**src/rtl/mem_bus_arbiter_pkg.sv**
```systemverilog
// rtl/mem_bus_arbiter_pkg.sv - shared types and constants for the memory bus arbiter
package mem_arb_pkg;
    localparam int WORDSIZE    = 64;
    localparam int TAGWIDTH    = 13;
    localparam int BURST_BEATS = 8;
    localparam int BEAT_CNT_W  = $clog2(BURST_BEATS) + 1;

    localparam logic [WORDSIZE-1:0]   LINE_MASK = ~64'h3F;
    localparam logic [BEAT_CNT_W-1:0] LAST_BEAT = BEAT_CNT_W'(BURST_BEATS - 1);

    typedef enum logic [1:0] {IDLE, ISSUE, BURST, DRAIN} arb_state_e;
    typedef enum logic {I_CLIENT = 1'b0, D_CLIENT = 1'b1} client_e;

    function automatic logic [1:0] client_onehot(input client_e c);
        return (c == D_CLIENT) ? 2'b10 : 2'b01;
    endfunction
endpackage

```
**src/rtl/mem_bus_arbiter_if.sv**
```systemverilog
// rtl/mem_bus_arbiter_if.sv - cache-side and memory-side bus bundle for the arbiter
interface mem_bus_arbiter_if;
    import mem_arb_pkg::*;

    logic [1:0]                c_reqcyc;
    logic [1:0][WORDSIZE-1:0]  c_req;
    logic [1:0][TAGWIDTH-1:0]  c_reqtag;
    logic [1:0]                c_reqack;
    logic [1:0]                c_respcyc;
    logic [WORDSIZE-1:0]       c_resp;
    logic [TAGWIDTH-1:0]       c_resptag;
    logic [1:0]                c_respack;
    logic                      m_reqcyc;
    logic [WORDSIZE-1:0]       m_req;
    logic [TAGWIDTH-1:0]       m_reqtag;
    logic                      m_reqack;
    logic                      m_respcyc;
    logic [WORDSIZE-1:0]       m_resp;
    logic [TAGWIDTH-1:0]       m_resptag;
    logic                      m_respack;

    modport slave (
        input  c_reqcyc, c_req, c_reqtag, c_respack, m_reqack, m_respcyc, m_resp, m_resptag,
        output c_reqack, c_respcyc, c_resp, c_resptag, m_reqcyc, m_req, m_reqtag, m_respack
    );

    modport master (
        output c_reqcyc, c_req, c_reqtag, c_respack, m_reqack, m_respcyc, m_resp, m_resptag,
        input  c_reqack, c_respcyc, c_resp, c_resptag, m_reqcyc, m_req, m_reqtag, m_respack
    );
endinterface

```
**src/rtl/mem_bus_arbiter_rr.sv**
```systemverilog
// rtl/mem_bus_arbiter_rr.sv - two-way round-robin grant decision
module rr_arbiter2
    import mem_arb_pkg::*;
(
    input  logic [1:0] req,
    input  client_e    last,
    output logic       gnt_valid,
    output client_e    gnt_id
);

    // A lone requester wins; a tie goes to the client not granted last
    always_comb begin
        gnt_valid = |req;
        gnt_id    = I_CLIENT;
        if (req == 2'b11) begin
            gnt_id = (last == I_CLIENT) ? D_CLIENT : I_CLIENT;
        end else if (req[1]) begin
            gnt_id = D_CLIENT;
        end
    end

endmodule

```
**src/rtl/mem_bus_arbiter.sv**
```systemverilog
// rtl/mem_bus_arbiter.sv - shares the memory bus between I$ and D$ line fills
module mem_bus_arbiter
    import mem_arb_pkg::*;
(
    input  logic               clk,
    input  logic               reset,
    mem_bus_arbiter_if.slave   bus
);

    arb_state_e              state, state_nxt;
    client_e                 grant, last_grant, gnt_id;
    logic                    gnt_valid;
    logic                    grant_now;
    logic                    route;
    logic                    xfer;
    logic [BEAT_CNT_W-1:0]   beat_cnt;
    logic [1:0]              reqack_q;
    logic                    reqcyc_q;
    logic [WORDSIZE-1:0]     req_q;
    logic [TAGWIDTH-1:0]     reqtag_q;

    rr_arbiter2 u_rr (
        .req       (bus.c_reqcyc),
        .last      (last_grant),
        .gnt_valid (gnt_valid),
        .gnt_id    (gnt_id)
    );

    // Next-state decode; beat routing is live in BURST and held through DRAIN
    always_comb begin
        state_nxt = state;
        grant_now = 1'b0;
        route     = (state == BURST) || (state == DRAIN);
        xfer      = (state == BURST) && bus.m_respcyc && bus.c_respack[grant];
        case (state)
            IDLE: begin
                if (gnt_valid) begin
                    grant_now = 1'b1;
                    state_nxt = ISSUE;
                end
            end
            ISSUE: begin
                if (bus.m_reqack) state_nxt = BURST;
            end
            BURST: begin
                if (xfer && (beat_cnt == LAST_BEAT)) state_nxt = DRAIN;
            end
            DRAIN: begin
                state_nxt = IDLE;
            end
            default: begin
                state_nxt = IDLE;
            end
        endcase
    end

    // State register; reset abandons any burst in flight
    always_ff @(posedge clk or negedge reset) begin
        if (!reset) begin
            state <= IDLE;
        end else begin
            state <= state_nxt;
        end
    end

    // Grant latch, request issue registers and beat counter
    always_ff @(posedge clk or negedge reset) begin
        if (!reset) begin
            grant      <= I_CLIENT;
            last_grant <= D_CLIENT;
            beat_cnt   <= '0;
            reqack_q   <= '0;
            reqcyc_q   <= 1'b0;
            req_q      <= '0;
            reqtag_q   <= '0;
        end else begin
            reqack_q <= '0;
            if (grant_now) begin
                grant      <= gnt_id;
                last_grant <= gnt_id;
                reqack_q   <= client_onehot(gnt_id);
                reqcyc_q   <= 1'b1;
                req_q      <= bus.c_req[gnt_id] & LINE_MASK;
                reqtag_q   <= bus.c_reqtag[gnt_id];
            end
            if ((state == ISSUE) && bus.m_reqack) begin
                reqcyc_q <= 1'b0;
                beat_cnt <= '0;
            end
            if (xfer) begin
                beat_cnt <= beat_cnt + 1'b1;
            end
        end
    end

    assign bus.c_reqack  = reqack_q;
    assign bus.m_reqcyc  = reqcyc_q;
    assign bus.m_req     = req_q;
    assign bus.m_reqtag  = reqtag_q;
    assign bus.c_respcyc = route ? (client_onehot(grant) & {2{bus.m_respcyc}}) : 2'b00;
    assign bus.c_resp    = route ? bus.m_resp : '0;
    assign bus.c_resptag = route ? bus.m_resptag : '0;
    assign bus.m_respack = (state == BURST) && bus.c_respack[grant];

endmodule
```
**src/flat_wrapper.sv**
```systemverilog
// flat-port wrapper written by rule: the top's interface ports become plain ports
module mem_bus_arbiter_flat import mem_arb_pkg::*;
  (clk, reset, bus_c_reqcyc, bus_c_req, bus_c_reqtag, bus_c_respack, bus_m_reqack, bus_m_respcyc, bus_m_resp, bus_m_resptag, bus_c_reqack, bus_c_respcyc, bus_c_resp, bus_c_resptag, bus_m_reqcyc, bus_m_req, bus_m_reqtag, bus_m_respack);
  mem_bus_arbiter_if bus_i ();
  input  logic clk;
  input  logic reset;
  input wire logic [$bits(bus_i.c_reqcyc)-1:0] bus_c_reqcyc;
  input wire logic [$bits(bus_i.c_req)-1:0] bus_c_req;
  input wire logic [$bits(bus_i.c_reqtag)-1:0] bus_c_reqtag;
  input wire logic [$bits(bus_i.c_respack)-1:0] bus_c_respack;
  input wire logic [$bits(bus_i.m_reqack)-1:0] bus_m_reqack;
  input wire logic [$bits(bus_i.m_respcyc)-1:0] bus_m_respcyc;
  input wire logic [$bits(bus_i.m_resp)-1:0] bus_m_resp;
  input wire logic [$bits(bus_i.m_resptag)-1:0] bus_m_resptag;
  output wire logic [$bits(bus_i.c_reqack)-1:0] bus_c_reqack;
  output wire logic [$bits(bus_i.c_respcyc)-1:0] bus_c_respcyc;
  output wire logic [$bits(bus_i.c_resp)-1:0] bus_c_resp;
  output wire logic [$bits(bus_i.c_resptag)-1:0] bus_c_resptag;
  output wire logic [$bits(bus_i.m_reqcyc)-1:0] bus_m_reqcyc;
  output wire logic [$bits(bus_i.m_req)-1:0] bus_m_req;
  output wire logic [$bits(bus_i.m_reqtag)-1:0] bus_m_reqtag;
  output wire logic [$bits(bus_i.m_respack)-1:0] bus_m_respack;
  assign bus_i.c_reqcyc = bus_c_reqcyc;
  assign bus_i.c_req = bus_c_req;
  assign bus_i.c_reqtag = bus_c_reqtag;
  assign bus_i.c_respack = bus_c_respack;
  assign bus_i.m_reqack = bus_m_reqack;
  assign bus_i.m_respcyc = bus_m_respcyc;
  assign bus_i.m_resp = bus_m_resp;
  assign bus_i.m_resptag = bus_m_resptag;
  assign bus_c_reqack = bus_i.c_reqack;
  assign bus_c_respcyc = bus_i.c_respcyc;
  assign bus_c_resp = bus_i.c_resp;
  assign bus_c_resptag = bus_i.c_resptag;
  assign bus_m_reqcyc = bus_i.m_reqcyc;
  assign bus_m_req = bus_i.m_req;
  assign bus_m_reqtag = bus_i.m_reqtag;
  assign bus_m_respack = bus_i.m_respack;
  mem_bus_arbiter u_core (.clk(clk), .reset(reset), .bus(bus_i));
endmodule
```
**config.mk**
```make
export PLATFORM = sky130hd
export DESIGN_NAME = mem_bus_arbiter_flat
export DESIGN_NICKNAME = d
export VERILOG_FILES = /design/src/rtl/mem_bus_arbiter_pkg.sv /design/src/rtl/mem_bus_arbiter_if.sv /design/src/rtl/mem_bus_arbiter_rr.sv /design/src/rtl/mem_bus_arbiter.sv /design/src/flat_wrapper.sv
export SDC_FILE = /design/constraint.sdc
export NUM_CORES = 1
export LEC_CHECK = 0
export CAP_MARGIN = 0
export CORE_AREA = 2 2 156 158
export CTS_CLUSTER_SIZE = 20
export DETAILED_ROUTE_END_ITERATION = 16
export DIE_AREA = 0 0 158 160
export PLACE_DENSITY_LB_ADDON = 0.1
export REMOVE_ABC_BUFFERS = 1
export SLEW_MARGIN = 30
export SYNTH_ARGS = -nofsm -noshare
export SYNTH_HDL_FRONTEND = slang
export SYNTH_HIERARCHICAL = 1
export SYNTH_SLANG_ARGS = --single-unit
```
**constraint.sdc**
```tcl
create_clock -name clk -period 3.05 [get_ports clk]
set_input_delay 0.305 -clock clk [delete_from_list [all_inputs] [get_ports clk]]
set_output_delay 0.305 -clock clk [all_outputs]
set_load 0.03 [all_outputs]
```
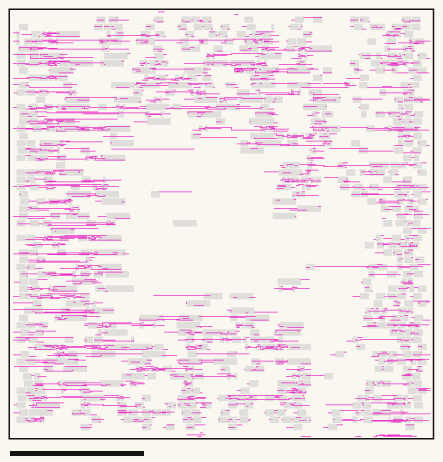
**Above:** metal 1.
Scale bar: 50 um. Cells faint in the background.
The layer holds 34% of the routed length. The longest straight run is 40.5 um. The wires run mostly horizontal. 867 nets have wire on it. The layer carries 5,690 um of wire.

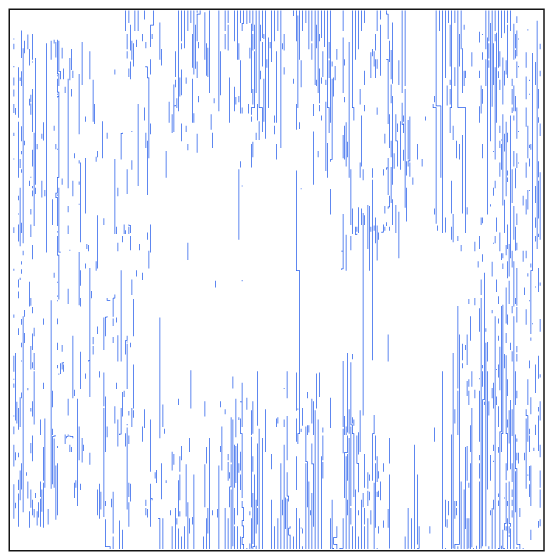
**Above:** metal 2.
The layer holds 53% of the routed length. The longest straight run is 74.1 um. 876 nets have wire on it. The wires run mostly vertical. The layer carries 9,030 um of wire.

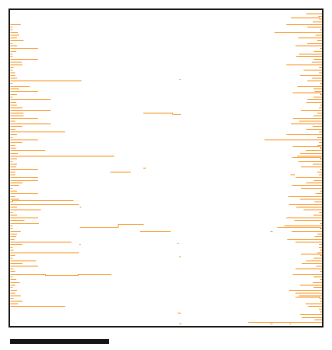
**Above:** M3 wires.
Scale bar: 50 um.
The wires run mostly horizontal. The longest straight run is 52.2 um. 227 nets have wire on it.

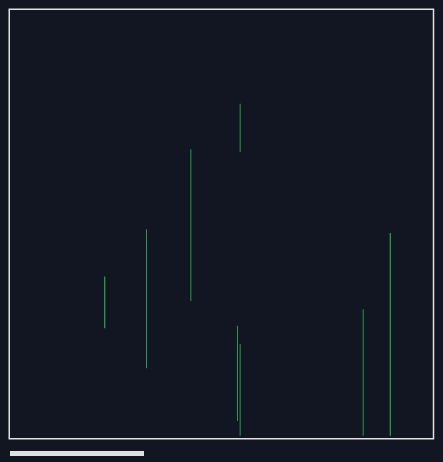
**Above:** the metal 4 layer.
Scale bar: 50 um.
6 nets have wire on it. The layer holds 2.0% of the routed length.

==> impl_metrics.yaml <==
# flow metrics
power:
  power_density_nw_per_um2: 978.1
  switching_power_w: 0.004033
  vdd.ir_drop.worst_mv: 0.3377
synth:
  ys_seq_share_pct: 47.01
  syn_area_um2: 4368
  edf_count: 0
  yosys_cells: 457
worst_setup_path:
  critical_path_arrival_ns: 2.50
  path_class: "register to primary output"
drt:
  top_layer_used: "met4"
  drt_first_pass_iters: 4
  vias: 4493
clock_tree:
  clk_pin_slew_ns: 0.06
  cts_max_level: 3
  cts.sinks: 82
  post_cts_buffers: 0
placed_design:
  dpl.cell_count: 1136
  gp_congestion: 0.7348
  dpl.hpwl_um: 14150
layout:
  num-nonclk-buffers: 388
  buf_share_pct: 44.03
  final_cells: 1156
  nets: 1068
grt:
  antenna_found_initial: 3
  top_usage_layer: "met2"
sta:
  setup_slack_ns: 0.2422
  max_clock_freq_ghz: 0.3562
floorplan:
  fp_util_pct: 18.34
run_status:
  outcome: "finished clean"
run:
  maxCapViolCount: 0
[critical path, stage by stage, from the launching register on]
cell and delay [ns]:
dfrtp_1 0.38, inv_1 0.09, ha_1 0.28, nor2_4 0.33
buf_12 0.26, and2b_1 0.21, clkdlybuf4s50_1 0.59
[path summary, 6_finish.rpt]
| kind | start | end |
|---|---|---|
| worst max-delay path | u_core/state[0] | bus_c_resp[59] |
| min in group clk | u_core/bus.m_req[52] | u_core/bus.m_req[52] |
| worst min-delay path | reset | u_core/bus.m_req[19] |
| worst min register to register | u_core/bus.m_req[52] | u_core/bus.m_req[52] |
| max in group asynchronous | reset | u_core/last_grant |
| worst max register to register | u_core/state[0] | u_core/bus.m_req[12] |
[placed cells by master, fill, tap and decap left out, types with 2 or more instances in the layout]
master and instances:
and2_1 2, diode_2 3, clkdlybuf4s50_1 379, inv_1 5, a21oi_1 2, nor2_1 2, mux2i_1 72, clkinvlp_4 2
nor2b_1 68, nand2b_1 2, a31o_2 2, o21ai_0 72, dfrtp_1 81, buf_4 5, and2b_1 11, nand2_1 78
ha_1 5, buf_12 3, nand3_1 3, clkbuf_16 9, conb_1 6
[state kept, by name, indices dropped and copies added, names as in the netlist]
| signal | flops |
|---|---|
| u_core/state | 2 |
| u_core/last_grant | 1 |
| u_core/beat_cnt | 4 |
| u_core/bus.m_reqtag | 13 |
| u_core/bus.m_reqcyc | 1 |
| u_core/bus.c_reqack | 2 |
| u_core/bus.m_req | 58 |
| u_core/grant | 1 |
[per-stage QoR]
stage | power (W) | TNS (ns) | cell area, um^2
2_1_floorplan | 0.005102 | -282.16 | 4215
3_3_place_gp | 0.007650 | 0 | 8538
3_5_place_dp | 0.007682 | 0 | 8538
4_1_cts | 0.008840 | 0 | 8853
5_1_grt | 0.009268 | 0 | 8861
6_report | 0.008667 | 0 | 8861
No activity file was given, so power comes from the tool's default toggle rates.
